[src/rtl/mips_pkg.sv]
// rtl/mips_pkg.sv - shared MIPS front-end widths, constants and fetch entry type
package mips_pkg;

  localparam int INSTR_W = 32;
  localparam int ADDR_W  = 32;
  localparam int PC_STEP = 4;

  localparam logic [ADDR_W-1:0] RESET_PC_DEFAULT = 32'h0000_0000;

  typedef struct packed {
    logic [ADDR_W-1:0]  pc;
    logic [INSTR_W-1:0] instr;
  } fetch_entry_t;

endpackage

[src/rtl/fetch_queue.sv]
// rtl/fetch_queue.sv - parameterised-depth synchronous FIFO with flush and registered head
module fetch_queue #(
  parameter int  DEPTH = 2,
  parameter type T     = logic [31:0],
  parameter int  CNT_W = $clog2(DEPTH + 1)
) (
  input  logic             clk,
  input  logic             rst_n,
  input  logic             flush,
  input  logic             push,
  input  T                 wdata,
  input  logic             pop,
  output T                 rdata,
  output logic [CNT_W-1:0] count,
  output logic             full,
  output logic             empty
);
  localparam int PTR_W = (DEPTH > 1) ? $clog2(DEPTH) : 1;

  T                 mem_q [DEPTH];
  T                 mem_d [DEPTH];
  logic [PTR_W-1:0] wr_q, wr_d, rd_q, rd_d;
  logic [CNT_W-1:0] count_q, count_d;
  logic             do_push, do_pop;

  function automatic logic [PTR_W-1:0] ptr_inc(input logic [PTR_W-1:0] p);
    return (p == PTR_W'(DEPTH - 1)) ? '0 : p + PTR_W'(1);
  endfunction

  assign count = count_q;
  assign empty = (count_q == '0);
  assign full  = (count_q == CNT_W'(DEPTH));
  assign rdata = mem_q[rd_q];

  assign do_pop  = pop && !empty;
  // A full queue still accepts a push when the head leaves in the same cycle.
  assign do_push = push && (!full || do_pop);

  always_comb begin
    mem_d   = mem_q;
    wr_d    = wr_q;
    rd_d    = rd_q;
    count_d = count_q;
    if (flush) begin
      wr_d    = '0;
      rd_d    = '0;
      count_d = '0;
    end else begin
      if (do_push) begin
        mem_d[wr_q] = wdata;
        wr_d        = ptr_inc(wr_q);
      end
      if (do_pop) rd_d = ptr_inc(rd_q);
      count_d = count_q + CNT_W'(do_push) - CNT_W'(do_pop);
    end
  end

  always_ff @(posedge clk or negedge rst_n) begin
    if (!rst_n) begin
      for (int i = 0; i < DEPTH; i++) mem_q[i] <= '0;
      wr_q    <= '0;
      rd_q    <= '0;
      count_q <= '0;
    end else begin
      mem_q   <= mem_d;
      wr_q    <= wr_d;
      rd_q    <= rd_d;
      count_q <= count_d;
    end
  end

endmodule

[src/rtl/instruction_fetch.sv]
// rtl/instruction_fetch.sv - MIPS fetch stage: PC, imem request/response, instruction queue
module instruction_fetch
  import mips_pkg::*;
#(
  parameter logic [ADDR_W-1:0] RESET_PC = RESET_PC_DEFAULT,
  parameter int                DEPTH    = 2
) (
  input  logic               clk,
  input  logic               rst_n,
  output logic               imem_req,
  output logic [ADDR_W-1:0]  imem_addr,
  input  logic               imem_gnt,
  input  logic               imem_rvalid,
  input  logic [INSTR_W-1:0] imem_rdata,
  input  logic               redirect_valid,
  input  logic [ADDR_W-1:0]  redirect_pc,
  output logic               if_valid,
  input  logic               if_ready,
  output logic [INSTR_W-1:0] if_instruction,
  output logic [ADDR_W-1:0]  if_pc
);
  localparam int CNT_W = $clog2(DEPTH + 1);

  logic [ADDR_W-1:0] pc_q, pc_d;
  logic [CNT_W-1:0]  discard_q, discard_d;
  logic [CNT_W-1:0]  outstanding, iq_count;
  logic              tag_full, tag_empty, iq_full, iq_empty;
  logic [ADDR_W-1:0] tag_pc;
  fetch_entry_t      iq_wdata, iq_head;
  logic              pop, grant, rvalid_ok, iq_push;

  assign pop       = if_valid && if_ready;
  assign grant     = imem_req && imem_gnt;
  assign rvalid_ok = imem_rvalid && !tag_empty;
  assign iq_push   = rvalid_ok && (discard_q == '0) && !redirect_valid;
  assign iq_wdata  = '{pc: tag_pc, instr: imem_rdata};

  assign imem_addr      = pc_q;
  assign if_valid       = !iq_empty;
  assign if_pc          = iq_head.pc;
  assign if_instruction = iq_head.instr;

  // Credit rule: in-flight plus buffered never exceeds the queue depth.
  assign imem_req = rst_n && !redirect_valid &&
                    (int'(outstanding) + int'(iq_count) - int'(pop) < DEPTH);

  always_comb begin
    pc_d      = pc_q;
    discard_d = discard_q;
    if (redirect_valid) begin
      pc_d      = redirect_pc & ~ADDR_W'(3);
      discard_d = outstanding - CNT_W'(rvalid_ok);
    end else begin
      if (grant) pc_d = pc_q + ADDR_W'(PC_STEP);
      if (rvalid_ok && discard_q != '0) discard_d = discard_q - CNT_W'(1);
    end
  end

  always_ff @(posedge clk or negedge rst_n) begin
    if (!rst_n) begin
      pc_q      <= RESET_PC;
      discard_q <= '0;
    end else begin
      pc_q      <= pc_d;
      discard_q <= discard_d;
    end
  end

  // Tags survive a redirect so squashed responses still pair up in order.
  fetch_queue #(.DEPTH(DEPTH), .T(logic [ADDR_W-1:0])) u_tag_q (
    .clk   (clk),
    .rst_n (rst_n),
    .flush (1'b0),
    .push  (grant),
    .wdata (pc_q),
    .pop   (rvalid_ok),
    .rdata (tag_pc),
    .count (outstanding),
    .full  (tag_full),
    .empty (tag_empty)
  );

  fetch_queue #(.DEPTH(DEPTH), .T(fetch_entry_t)) u_instr_q (
    .clk   (clk),
    .rst_n (rst_n),
    .flush (redirect_valid),
    .push  (iq_push),
    .wdata (iq_wdata),
    .pop   (pop),
    .rdata (iq_head),
    .count (iq_count),
    .full  (iq_full),
    .empty (iq_empty)
  );

  a_no_orphan_rvalid: assert property (@(posedge clk) disable iff (!rst_n)
    imem_rvalid |-> !tag_empty);
  a_no_tag_overflow: assert property (@(posedge clk) disable iff (!rst_n)
    !(grant && tag_full && !rvalid_ok));
  a_no_iq_overflow: assert property (@(posedge clk) disable iff (!rst_n)
    !(iq_push && iq_full && !pop));

endmodule

[config.mk]
export PLATFORM = sky130hd
export DESIGN_NAME = instruction_fetch
export DESIGN_NICKNAME = d
export VERILOG_FILES = /design/src/rtl/mips_pkg.sv /design/src/rtl/fetch_queue.sv /design/src/rtl/instruction_fetch.sv
export SDC_FILE = /design/constraint.sdc
export NUM_CORES = 1
export LEC_CHECK = 0
export ABC_CLOCK_PERIOD_IN_PS = 5100
export CAP_MARGIN = 20
export CORE_MARGIN = 5
export CORE_UTILIZATION = 58
export DETAILED_ROUTE_END_ITERATION = 7
export PLACE_DENSITY = 0.95
export SYNTH_ARGS = -nofsm -noshare
export SYNTH_HDL_FRONTEND = slang
export SYNTH_SLANG_ARGS = --single-unit
[constraint.sdc]
create_clock -name clk -period 5.1 [get_ports clk]
set_clock_uncertainty 0.2 [all_clocks]
set_input_delay 1.02 -clock clk [delete_from_list [all_inputs] [get_ports clk]]
set_output_delay 1.02 -clock clk [all_outputs]
set_load 0.1 [all_outputs]
==> run_1/metal_stack.png <==
Scale bar: 50 µm.
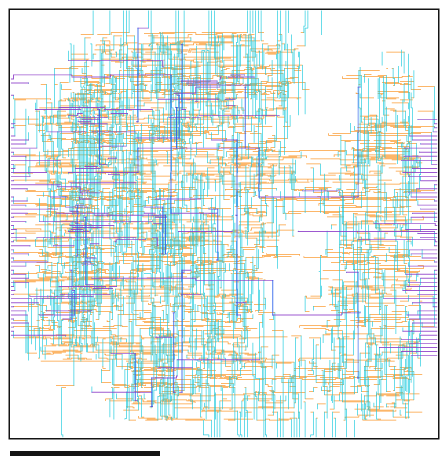
Key: purple = met3 [wire length 1880 µm]; cyan = met2 [wire length 12000 µm]; blue = met4 [wire length 535 µm]; orange = met1 [wire length 10400 µm]

==> run_1/registers.png <==
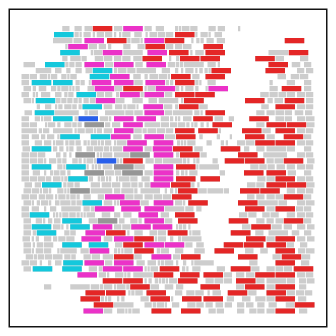
Key: blue = `u_tag_q.count` [placed flops 2]; cyan = `imem_addr` [placed flops 30]; magenta = `u_tag_q.mem_q` [placed flops 60, where a column down the middle]; red = `u_instr_q.mem_q` [placed flops 124]
Another 8 sequential cells are not colored.
final core utilization: 73.9%

==> run_1/clock_map.png <==
Scale bar: 50 µm.
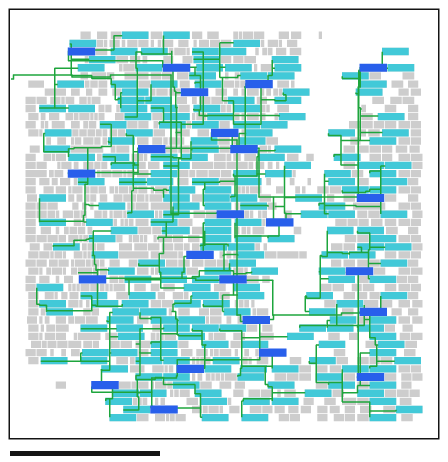
Key: green = clock wires [length 2560 µm]; blue = cells driving clock nets [count 23]; cyan = flip-flops [count 224]
There are 24 routed clock nets.

==> run notes, run 1 <==
Implementation results

The run finished with clean final reports. Per the synthesis report, the XOR/XNOR share of the synthesized area is between 1 and 1.5%. The floorplan report gives the top-level pin count as 168.

The average wire per cell in the routed design is about 20 µm. For this run the detailed placement stage logged an HPWL of roughly 16 mm. In this run the worst setup path begins at if_ready.

The logic area is between 0.004 and 0.005 mm². TritonCTS built the clock tree. The final timing report lists a max-slew violation count of 0.

According to the floorplan log, the row count is around 48. The met1 wire length is 10.4 mm. Per the layout area report, the combinational fraction of cell area is between 30 and 40%. For this run, the post-layout net count is roughly 1100. The detailed router used layers up to and including met4. The fill cell total of the finished layout is 1054. Per the OpenROAD floorplan log, the height of the die is around 140 µm. The type recorded for the worst min-delay path is input pin to async pin. OpenSTA lists the critical path endpoint as imem_req. Multi-input combinational cells in the finished layout were counted as between 500 and 600. The post-placement setup slack is 491 ps. The portion of synthesized area spent on multiplexers is between 20% and 30%. The cell total after placement is 1177.

Cells with a size suffix above 1 make up around a fifth of the layout. The dominant kind of combinational cell is multiplexers. The initial antenna violation count was 0. The detailed router's first-iteration violation count is ~480. For reference, the top cells by area after synthesis are sky130_fd_sc_hd__dfrtp_1, sky130_fd_sc_hd__mux2_2, sky130_fd_sc_hd__mux2_1. The post-route cell area is 0.0128 mm². The met3 track demand over resource is under 10%. Before any placement, the netlist area is recorded as slightly above 0.01 mm². Yosys instantiated no cell more often than sky130_fd_sc_hd__dfrtp_1.

The clock latency at the later pin of the worst-skew pair is around 500 ps. CTS built an H-tree with a depth of 1. The nature of the critical path startpoint is an input pin. The critical-path cell with the highest stage delay is sky130_fd_sc_hd__clkdlybuf4s50_1. The final antenna diode count is 0. The global routing usage on met1 is approximately 33%. For reference, compound AND-OR and OR-AND cells occupy under 10% of the area reported after synthesis. In this run, distinct cell masters in the synthesized netlist total around 60. The final-report hold violation count is 0. The cell family contributing the most delay on the critical path is buffers and inverters. Counting the buffers created by CTS gives 23. Per the placement log, port buffering inserted about 160 buffers. The post-synthesis sequential area ratio is between 50% and 60%. The yosys synthesis warning count is 0.

Across the whole layout, storage elements make up 43.7% of the cell area. The met2 capacity usage during global routing is approximately two fifths. The longest incremental delay of any stage on the critical path is reported as 520 ps. The total area inside the core boundary comes to approximately 0.017 mm².
==> run_1/final_clocks.png <==
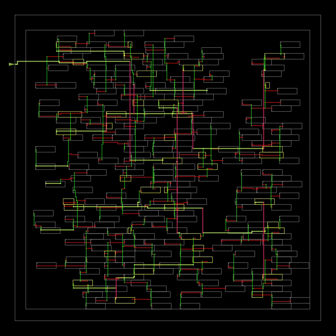

--- run 2 (diff from run 1) ---
--- a/config.mk
+++ b/config.mk
@@ -8,5 +8,5 @@
 export ABC_CLOCK_PERIOD_IN_PS = 5100
 export CAP_MARGIN = 20
-export CORE_MARGIN = 5
+export CORE_MARGIN = 2
 export CORE_UTILIZATION = 58
 export DETAILED_ROUTE_END_ITERATION = 7
--- a/constraint.sdc
+++ b/constraint.sdc
@@ -3,3 +3,3 @@
 set_input_delay 1.02 -clock clk [delete_from_list [all_inputs] [get_ports clk]]
 set_output_delay 1.02 -clock clk [all_outputs]
-set_load 0.1 [all_outputs]
+set_load 0.005 [all_outputs]
==> run_2/final_clocks.png <==
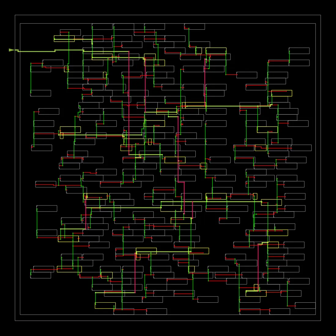
tally of clock buffers in the finished layout: 33
total clock buffers created by CTS: 23
TritonCTS sink count: 224

==> run 2 against run 1 <==
Against the previous run:
- flip-flop count is the same
- wire length shrank 3.4%
- synthesized cell count is the same
- design area shrank 0.36%
- critical path type unchanged
- highest routed layer unchanged
==> run notes, run 2 <==
Implementation results

The run finished with clean final reports. The nature of the critical path startpoint is an input pin. For reference, the top cells by area after synthesis are sky130_fd_sc_hd__dfrtp_1, sky130_fd_sc_hd__mux2_2, sky130_fd_sc_hd__mux2_1. In the final layout, the multi-input gates occupy 0.00434 mm².

The clock latency at the later pin of the worst-skew pair is roughly 500 ps. The final design was reported to hold multi-input combinational gates totalling about 540. The cell total after placement is ~1200. The kind of cell adding the most delay to the critical path is buffers and inverters.

The number of primary I/O pins is 168. The combined area of all synthesized cells is a little over 0.01 mm². The detailed router used layers up to and including met4. The port buffer count is about 160. The core region area is between 0.015 and 0.02 mm². The critical-path cell with the highest stage delay is sky130_fd_sc_hd__clkdlybuf4s50_1. The share of synthesized cell area in and-or and or-and compound cells is under 10%. The TritonCTS clock tree is yes.

The most critical min-delay path falls under input pin to async pin. According to the dpl log, the detail-placed design has an HPWL of 15.4 mm. Max-slew check failures listed in the final report amount to 0.

The critical path launch point is if_ready. The initial antenna violation count is 0. The met1 wire length is 10.2 mm. The detailed router's first-iteration violation count is just over 400. The fill cell total of the finished layout is around 1100. The number of H-tree levels is 1. The average wire per cell in the routed design is slightly below 20 µm.

The die extent in y is between 100 and 150 µm. The capture point of the critical path was reported as imem_req. The dominant kind of combinational cell is multiplexers. The met2 capacity usage during global routing is about 44%. In the global route stage, met3 resource usage came out at about 4.1%.

The global routing usage on met1 is between 30% and 40%. The yosys synthesis warning count is 0. The largest single stage delay on the critical path is approximately 530 ps.

The post-route cell area is ~0.013 mm². The synthesized-area fraction occupied by xor and xnor cells is under 10%. The net count of the finished layout is between 1000 and 1500.
==> run_2/registers.png <==
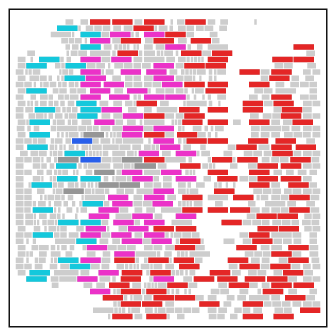
Key: cyan = `imem_addr` [placed flops 30, where a column on the left]; blue = `u_tag_q.count` [placed flops 2]; magenta = `u_tag_q.mem_q` [placed flops 60]; red = `u_instr_q.mem_q` [placed flops 124]
Another 8 sequential cells are not colored.
Seq area share: 43.9%
final core utilization: 73.9%

==> run_2/pins.png <==
Pins as bars across the die edge, other pins in gray.
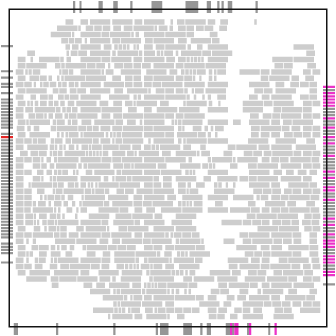

--- run 3 (diff from run 2) ---
ABC_AREA = 0   (was not set)
PLACE_DENSITY = 0.86   (was 0.95)
==> run_3/pins.png <==
Pins as bars across the die edge, other pins in gray.
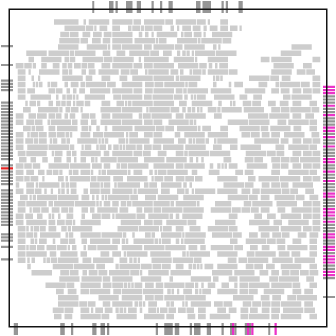
Key: red = `imem_rvalid` [pins 1, direction input, edge left]; magenta = `if_instruction` [pins 32, direction output, edge 28 right, 4 bottom]
All pins by edge: 63 right, 49 left, 33 bottom, 23 top.

==> run_3/clock_map.png <==
Scale bar: 50 µm.
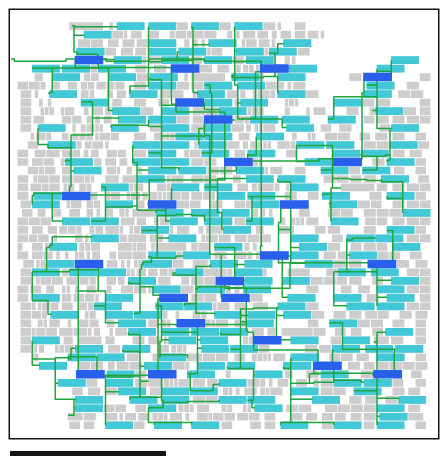
Key: green = clock wires [length 2570 µm]; blue = cells driving clock nets [count 23]; cyan = flip-flops [count 224]
There are 24 routed clock nets.

==> run 3 against run 2 <==
Against the previous run:
- first-iteration DRC count is 5.4% lower
- hold slack worse by 71 ps
- critical path depth stayed put
- synthesized area stayed put
- global-route usage is 1.2 points lower
- maximum frequency is 2.2% higher
- largest cell class unchanged
==> run notes, run 3 <==
Implementation results

The number of primary I/O pins is approximately 170. In the placement report, post-DP HPWL is listed as ~15 mm. In this run the top signal layer used is met4.

Per the placement log, port buffering inserted roughly 160 buffers. The detailed router's first-iteration violation count is about 380. The total area inside the core boundary comes to between 0.015 and 0.02 mm².

Grouping non-sequential cells by family puts the most area in multiplexers. The logic area is about 0.0043 mm². The number of H-tree levels is 1. Sorting the synthesized cells by area gives the leading types as sky130_fd_sc_hd__dfrtp_1, sky130_fd_sc_hd__mux2_2, sky130_fd_sc_hd__mux2_1.

Across the whole layout, storage elements make up ~44% of the cell area. The final timing report lists a max-slew violation count of 0. STA on the placed design reports a worst setup slack of 369 ps. TritonCTS built the clock tree. The average wire per cell in the routed design is ~19 µm. 536 cells are multi-input combinational gates.

The fraction of final layout cells with drive strength greater than 1 is 19.3%. The met1 wire length is between 10 and 15 mm. The final layout report lists a filler cell count of around 1100.

Once layout is complete, the utilization of the core stands at between 70 and 80%. The critical path launch point is if_ready. The flow ran to the end, and the final reports show no timing, DRC or antenna violations.

Routing resource usage on met1 recorded by global route was 33.5%. The initial antenna violation count is 0. In this run, placement finished with an instance count of between 1000 and 1500. Summing the areas of all xor and xnor instances in the mapped netlist gives roughly 1.4% of the synthesized area. The post-route cell area is around 0.013 mm². The critical-path cell with the highest stage delay is sky130_fd_sc_hd__clkdlybuf4s50_1. The repair_antennas step left the layout with diodes totalling 0.

The share of synthesized cell area in and-or and or-and compound cells is under 10%. The share of the Yosys chip area taken by registers is 54.6%. The met2 capacity usage during global routing is 40.8%. The number of placement rows is 48. The biggest cell delay along the critical path is 500 ps.

The global routing report lists met3 layer usage as 5.00%. STA classifies the critical path startpoint as an input pin. Across the whole layout, multi-input logic makes up between 30% and 40% of the cell area. The final-report hold violation count is 0. The count of cell types in the netlist is ~60.

Measured along the y axis, the die boundary spans between 100 and 150 µm.

The count of clock tree sinks is 224. The worst setup path endpoint is imem_req. The combined area of all synthesized cells is between 0.01 and 0.015 mm².
